## config.mk

```make
export PLATFORM = sky130hd
export DESIGN_NAME = pkt_in_arbiter
export DESIGN_NICKNAME = d
export VERILOG_FILES = /design/src/rtl/pkt_in_arbiter.sv
export SDC_FILE = /design/constraint.sdc
export NUM_CORES = 1
export LEC_CHECK = 0
export CORE_AREA = 4 4 265 267
export CTS_CLUSTER_DIAMETER = 50
export DETAILED_ROUTE_END_ITERATION = 8
export DIE_AREA = 0 0 269 271
export GPL_TIMING_DRIVEN = 0
export PLACE_DENSITY_LB_ADDON = 0.12
export SETUP_SLACK_MARGIN = 0.3
export SLEW_MARGIN = 0
export SYNTH_ARGS = -nofsm -noshare
export SYNTH_HDL_FRONTEND = slang
export SYNTH_SLANG_ARGS = --single-unit
```

## constraint.sdc

```tcl
create_clock -name i_clk -period 2.9 [get_ports i_clk]
set_clock_uncertainty 0.2 [all_clocks]
set_input_delay 0.87 -clock i_clk [delete_from_list [all_inputs] [get_ports i_clk]]
set_output_delay 0.87 -clock i_clk [all_outputs]
set_load 0.03 [all_outputs]
```

## src/rtl/pkt_in_arbiter.sv

```systemverilog
// pkt_in_arbiter: packet-granularity round-robin merge of NUM_PORTS slice streams with a post-tail idle gap.
module pkt_in_arbiter #(
  parameter int NUM_PORTS  = 4,
  parameter int GAP_CYCLES = 1,
  parameter int TIMEOUT    = 64
) (
  input  logic                     i_clk,
  input  logic                     i_rst,
  input  logic [NUM_PORTS-1:0]     i_pkt_valid,
  input  logic [NUM_PORTS*134-1:0] i_pkt,
  output logic [NUM_PORTS-1:0]     o_pkt_ready,
  output logic                     o_pkt_valid,
  output logic [133:0]             o_pkt,
  output logic [7:0]               o_inport,
  output logic                     o_abort,
  output logic                     o_err,
  output logic                     o_busy
);
  localparam int PW = $clog2(NUM_PORTS);
  typedef enum logic [1:0] {IDLE, XFER, GAP} state_t;
  state_t state, state_nx;
  logic [PW-1:0] rr_ptr, rr_nx, grant, grant_nx, win, idx;
  logic [7:0] idle_cnt;
  logic [3:0] gap_cnt;
  logic [NUM_PORTS-1:0] head, req, drain;
  logic [133:0] gslice;
  logic found, acc, tmo, gap_done;
  for (genvar k = 0; k < NUM_PORTS; k++) begin : g_head
    assign head[k] = i_pkt[134*k+132];
  end
  assign req      = i_pkt_valid & head;
  assign drain    = i_pkt_valid & ~head;
  assign gslice   = i_pkt[134*int'(grant) +: 134];
  assign acc      = state == XFER && i_pkt_valid[grant];
  // abort fires on the increment that would bring the idle count to TIMEOUT; a same-cycle accept wins
  assign tmo      = state == XFER && !acc && idle_cnt == 8'(TIMEOUT-1);
  assign gap_done = gap_cnt == 4'(GAP_CYCLES-1);
  assign o_busy   = state != IDLE;
  assign o_inport = 8'(grant);
  assign o_pkt_ready = i_rst ? '0 : state == XFER ? NUM_PORTS'(1) << grant : state == IDLE ? drain : '0;
  always_comb begin
    found = 1'b0;
    win   = '0;
    idx   = '0;
    for (int i = NUM_PORTS-1; i >= 0; i--) begin
      idx = PW'((int'(rr_ptr) + i) % NUM_PORTS);
      if (req[idx]) begin
        found = 1'b1;
        win   = idx;
      end
    end
  end
  always_comb begin
    state_nx = state;
    grant_nx = grant;
    rr_nx    = rr_ptr;
    case (state)
      IDLE: if (found) begin
        state_nx = XFER;
        grant_nx = win;
        rr_nx    = win == PW'(NUM_PORTS-1) ? '0 : win + 1'b1;
      end
      XFER: state_nx = acc && gslice[133] ? (GAP_CYCLES > 0 ? GAP : IDLE) : tmo ? IDLE : XFER;
      GAP:  state_nx = gap_done ? IDLE : GAP;
      default: state_nx = IDLE;
    endcase
  end
  always_ff @(posedge i_clk) begin
    if (i_rst) begin
      state       <= IDLE;
      grant       <= '0;
      rr_ptr      <= '0;
      idle_cnt    <= '0;
      gap_cnt     <= '0;
      o_pkt_valid <= 1'b0;
      o_pkt       <= '0;
      o_abort     <= 1'b0;
      o_err       <= 1'b0;
    end else begin
      state       <= state_nx;
      grant       <= grant_nx;
      rr_ptr      <= rr_nx;
      idle_cnt    <= state == XFER && !acc && !tmo ? idle_cnt + 1'b1 : '0;
      gap_cnt     <= state == GAP && !gap_done ? gap_cnt + 1'b1 : '0;
      o_pkt_valid <= acc;
      if (acc) o_pkt <= gslice;
      o_abort     <= tmo;
      o_err       <= state == IDLE && |drain;
    end
  end
endmodule
```

==> summary.txt <==
crit-path leading delay family: simple AND/OR/NAND/NOR gates
first-pass GRT wire length: 75200 um
Max IR drop VDD: 0.000226 V
Pwr top: combinational logic
flop count: 155
OpenROAD warnings: 29
Seq group: 2.36 mW
WP data required: 1830 ps
biggest area cells: dfxtp_1 (35%), mux4_2 (35%), nand2_1 (12%), a21oi_1 (8.1%), clkbuf_1 (2.1%)
fp util: 12.9%
area delta synth->final: 102%
Worst R2R Setup Slack: 450 ps
total design power: 7.60 mW
Commonest Layout Cell: clkdlybuf4s50_1
Mux cell area share: 34.8%
Inst Count DP: 2448
largest net degree at the start of global routing: 17
Hold Path End: o_pkt[114]
P_sw: 2.33 mW
Stages on worst setup path: 6
Num CTS Buffers: 17
hold buffers post-CTS: 0
leakage power: 6.55 nW
DP Area: 16800 um2
synth unique cells: 35
buffer count from post-CTS setup fixing: 10
worst flop-to-flop path startpoint: grant[0]
worst reg2reg path depth: 8
yosys xor share: 0.900%
# Cells Yosys: 876
Largest register FFs: 134
pwr dens: 430 nW/um2
I/O pins: 692
post-synth top area share: 35.4%
share of layout cells above drive strength 1: 16.6%
fin cells: 2497
outcome: completed
total iterations of the first detailed-routing run: 4
Top logic family: multiplexers
# rows: 96
crit path time final: 2690 ps
warning count from the yosys run: 0
crit path max-delay cell type: nor3_4
DRC: 0
ant diodes: 5
Place WS: -1730 ps
post-synth top area cell: dfxtp_1
combinational cell fraction of total power: 35.1%
Sw Share: 30.7%
Slew @ Worst Pin: 766 ps
Clk. pwr: 2.57 mW
CP Cell Sequence: buf_6, inv_4, nor3_4, a31oi_4, nor3_4, buf_6
simple share: 14.5%
synth cell count leaders: nand2_1 (275), dfxtp_1 (155), a21oi_1 (141)
HPWL after detailed placement: 45600 um
post_cts resized: 284
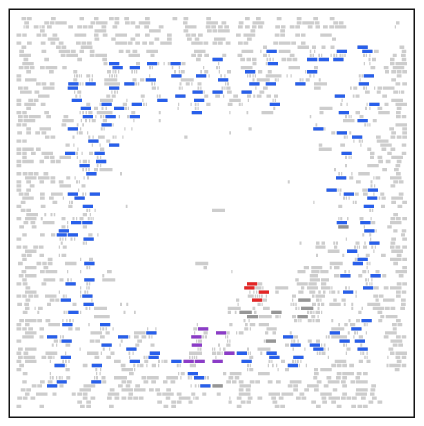
Fig. 1. Sequential cells grouped by signal name.
(1.5 px per um) Other sequential cells in the stronger grey, the rest of the logic in the fainter grey.
colour	name in the netlist	placed flops
purple	`idle_cnt`	8
red	`gap_cnt`	4
blue	`o_pkt`	134
not coloured	9

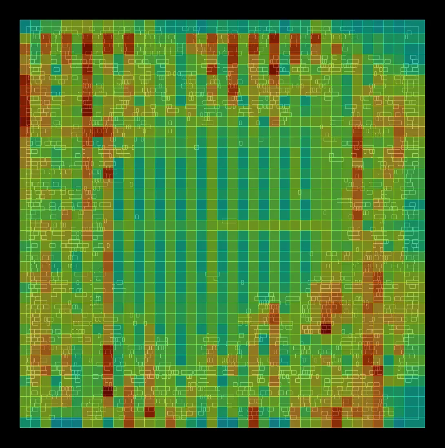
Fig. 2. Routing congestion.
met3 Usage GRT: 5.87%
final core area utilization: 25.9%
Top Usage Layer GRT: met2
GRT Util Overall: 14.4%

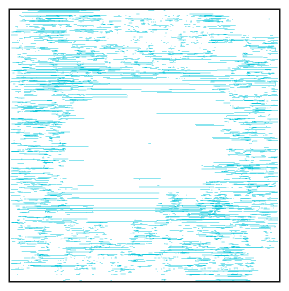
Fig. 3. M1 wires.
(1 px per um)
longest straight run	173 um
main direction	horizontal
share of all routed wire	36%
met1 usage: 14.8%
vias: 9787

Power is estimated from default activity; no workload was simulated.
